--- config.mk ---
export PLATFORM = sky130hd
export DESIGN_NAME = if_fetch_ctrl
export DESIGN_NICKNAME = d
export VERILOG_FILES = /design/src/rtl/if_fetch_ctrl_pkg.sv /design/src/rtl/if_fetch_ctrl.sv
export SDC_FILE = /design/constraint.sdc
export NUM_CORES = 1
export LEC_CHECK = 0
export ABC_AREA = 1
export ABC_CLOCK_PERIOD_IN_PS = 3400
export CORE_UTILIZATION = 40
export CTS_CLUSTER_DIAMETER = 60
export CTS_CLUSTER_SIZE = 14
export DETAILED_ROUTE_END_ITERATION = 12
export GPL_TIMING_DRIVEN = 0
export MAX_ROUTING_LAYER = met4
export PLACE_DENSITY = 0.69
export SETUP_SLACK_MARGIN = 0.1
export SLEW_MARGIN = 5
export SYNTH_ARGS = -nofsm -noshare
export SYNTH_HDL_FRONTEND = slang
export SYNTH_SLANG_ARGS = --single-unit
--- constraint.sdc ---
create_clock -name clk -period 3.4 [get_ports clk]
set_clock_uncertainty 0.1 [all_clocks]
set_input_delay 0.68 -clock clk [delete_from_list [all_inputs] [get_ports clk]]
set_output_delay 0.68 -clock clk [all_outputs]
set_load 0.005 [all_outputs]
--- src/rtl/if_fetch_ctrl_pkg.sv ---
// Shared definitions for the instruction-fetch controller: word width,
// bubble instruction, FSM state encoding and a PC alignment helper.
package if_fetch_ctrl_pkg;

  localparam int unsigned XLEN = 32;

  // addi x0, x0, 0
  localparam logic [XLEN-1:0] IF_NOP_INSN = 32'h0000_0013;

  typedef enum logic [1:0] {
    IF_FETCH      = 2'd0,
    IF_MISS       = 2'd1,
    IF_REDIR_PEND = 2'd2
  } if_state_e;

  // Force a byte address onto a 4-byte instruction boundary.
  function automatic logic [XLEN-1:0] word_align(input logic [XLEN-1:0] addr);
    return addr & {{(XLEN - 2){1'b1}}, 2'b00};
  endfunction

endpackage

--- src/rtl/if_fetch_ctrl.sv ---
// Instruction-fetch controller: drives the fetch PC to the L1 I-cache, fills
// the IF/ID register, rides out cache misses and defers redirects that arrive
// during a refill until the refill ends.
// Optional feature: define IF_PERF_CNT_EN to add the saturating miss_cnt output.
module if_fetch_ctrl
  import if_fetch_ctrl_pkg::*;
#(
  parameter logic [XLEN-1:0] RESET_VECTOR = 32'h0000_0000,
  parameter logic [XLEN-1:0] NOP_INSN     = IF_NOP_INSN
) (
  input  logic            clk,
  input  logic            rst,
  input  logic            stall,
  input  logic            br_tkn,
  input  logic [XLEN-1:0] br_addr,
  input  logic [XLEN-1:0] insn,
  input  logic            if_busy,
  input  logic            data_rdy,
  output logic [XLEN-1:0] if_pc,
  output logic [XLEN-1:0] id_pc,
  output logic [XLEN-1:0] id_insn,
  output logic            id_en
`ifdef IF_PERF_CNT_EN
  ,
  output logic [XLEN-1:0] miss_cnt
`endif
);

  if_state_e       state_q, state_d;
  logic [XLEN-1:0] if_pc_q, if_pc_d;
  logic [XLEN-1:0] id_pc_q, id_pc_d;
  logic [XLEN-1:0] id_insn_q, id_insn_d;
  logic            id_en_q, id_en_d;
  logic [XLEN-1:0] pend_q, pend_d;

  // Next-state logic; priority is br_tkn > stall > if_busy > normal fetch.
  always_comb begin
    state_d   = state_q;
    if_pc_d   = if_pc_q;
    id_pc_d   = id_pc_q;
    id_insn_d = id_insn_q;
    id_en_d   = id_en_q;
    pend_d    = pend_q;

    if (br_tkn) begin
      // Redirect flushes IF/ID and overrides any stall this cycle.
      id_en_d   = 1'b0;
      id_insn_d = NOP_INSN;
      if (state_q == IF_FETCH) begin
        if_pc_d = word_align(br_addr);
      end else begin
        // A refill is in flight: park the target until the cache is free.
        pend_d  = word_align(br_addr);
        state_d = IF_REDIR_PEND;
      end
    end else if (!stall) begin
      if (if_busy) begin
        id_en_d   = 1'b0;
        id_insn_d = NOP_INSN;
        if (state_q == IF_FETCH) begin
          state_d = IF_MISS;
        end
      end else if (state_q == IF_REDIR_PEND) begin
        // Refill done; its data belongs to the abandoned path, so drop it.
        if_pc_d   = pend_q;
        id_en_d   = 1'b0;
        id_insn_d = NOP_INSN;
        state_d   = IF_FETCH;
      end else if (data_rdy) begin
        id_pc_d   = if_pc_q;
        id_insn_d = insn;
        id_en_d   = 1'b1;
        if_pc_d   = if_pc_q + XLEN'(4);
        state_d   = IF_FETCH;
      end else begin
        // No valid data: never mark IF/ID valid.
        id_en_d   = 1'b0;
        id_insn_d = NOP_INSN;
      end
    end
  end

  // State and pipeline registers with synchronous reset.
  always_ff @(posedge clk) begin
    if (rst) begin
      state_q   <= IF_FETCH;
      if_pc_q   <= RESET_VECTOR;
      id_pc_q   <= '0;
      id_insn_q <= NOP_INSN;
      id_en_q   <= 1'b0;
      pend_q    <= '0;
    end else begin
      state_q   <= state_d;
      if_pc_q   <= if_pc_d;
      id_pc_q   <= id_pc_d;
      id_insn_q <= id_insn_d;
      id_en_q   <= id_en_d;
      pend_q    <= pend_d;
    end
  end

  assign if_pc   = if_pc_q;
  assign id_pc   = id_pc_q;
  assign id_insn = id_insn_q;
  assign id_en   = id_en_q;

`ifdef IF_PERF_CNT_EN
  logic [XLEN-1:0] miss_cnt_q;

  // Saturating count of cycles spent waiting on a refill.
  always_ff @(posedge clk) begin
    if (rst) begin
      miss_cnt_q <= '0;
    end else if ((state_q == IF_MISS || state_q == IF_REDIR_PEND) && (miss_cnt_q != '1)) begin
      miss_cnt_q <= miss_cnt_q + XLEN'(1);
    end
  end

  assign miss_cnt = miss_cnt_q;
`endif

endmodule

Figure 1. Routed metal per tile.
Bar = 20 um. 25 x 25 tiles, from dark purple (low) to yellow (high), scaled to the fullest tile. Values are wire area over tile area, all layers added.
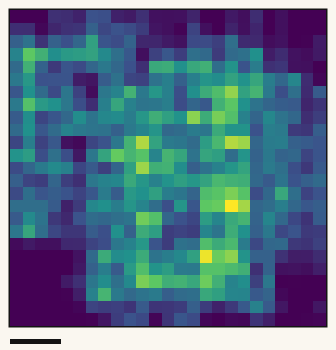
mean over tiles = 0.20
densest ninth of the die = center
emptiest ninth of the die = south-west
tiles over half the peak = 21%
nearly empty tiles = 11%

Figure 2. Nets reached from selected ports.
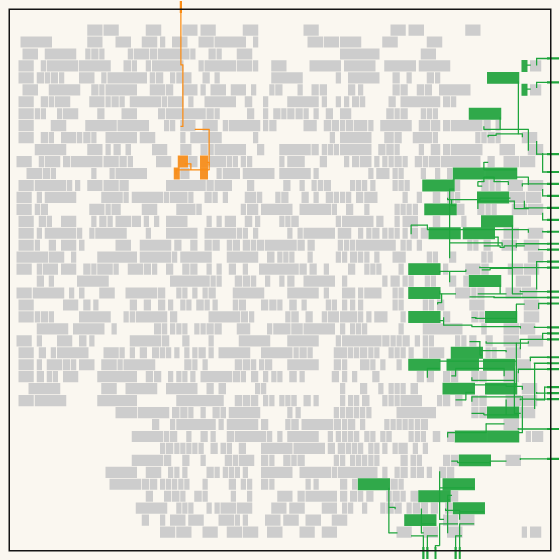
orange -> `if_busy`  # bits 1, direction input, end cells 4, buffers 1, wire 52.0 um
green -> `id_pc`  # bits 32, direction output, end cells 32, buffers 32, wire 704 um

Figure 3. Cell classes on the final placement.
Bar = 20 um.
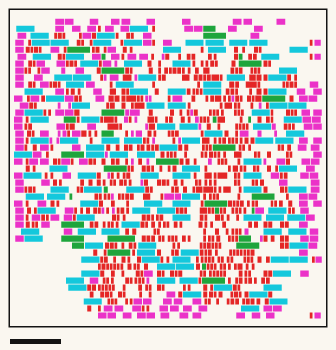
red -> all other logic  # cells 706, share of their area 39%
magenta -> other buffers and delay cells  # cells 210, share of their area 23%
green -> clock drivers and dummy loads  # cells 32, share of their area 7.0%
cyan -> flops  # cells 125, share of their area 31%

==> flow_metrics.env <==
# source this file to load flow results
export IMPL_gate_count_post_synth=878
export IMPL_outcome="finished, final reports clean"
export IMPL_synth_logic_top_family="simple AND/OR/NAND/NOR gates"
export IMPL_ys_area_um2=5846
export IMPL_numClockSinks=125
export IMPL_report_final_setup_viol=0
export IMPL_buffer_area_share_pct=22.37
export IMPL_wl_met2_mm=7.843
export IMPL_layout_clock_area_share_pct=6.856
export IMPL_number_of_flops_mapped_to_enable_cells_by_yosys=0
export IMPL_synth_simple_gate_area_share_pct=27.29
export IMPL_highest_layer="met4"
export IMPL_grt_use_total_pct=25.50
export IMPL_total_met3_wirelength_after_detailed_routing_mm=1.448
export IMPL_routedWlPerCell_um=14.36
export IMPL_grt_pass1_vias=5721
export IMPL_die_area_um2=15100
export IMPL_reg2reg_depth=9
export IMPL_largest_pwr_group="clock"
export IMPL_dpl_instance_area_um2=7684
export IMPL_synth_compound_area_share_pct=19.03
[registers in the layout (all words and copies together), names as in the netlist]
name	flops
pend_q	30
id_en	1
if_pc	30
id_pc	30
id_insn	32
state_q	2
[metal layers]
metal	track usage [%]	vias up
met4	10.06	0
met2	38.20	261
li1	-	3166
met1	33.19	2717
met3	5.858	38
met5	-	-
[cell usage after synthesis, drive strengths merged, types with 3 or more instances]
cell | number | area, um2
nand2 | 265 | 994.7
a21oi | 126 | 634.4
dfxtp | 125 | 2502
nor2 | 95 | 396.6
inv | 79 | 296.5
o21ai | 76 | 380.4
nand3 | 31 | 160.1
clkbuf | 28 | 105.1
buf | 22 | 138.9
xor2 | 7 | 61.31
o211ai | 4 | 30.03
a31oi | 3 | 18.77
o22ai | 3 | 18.77
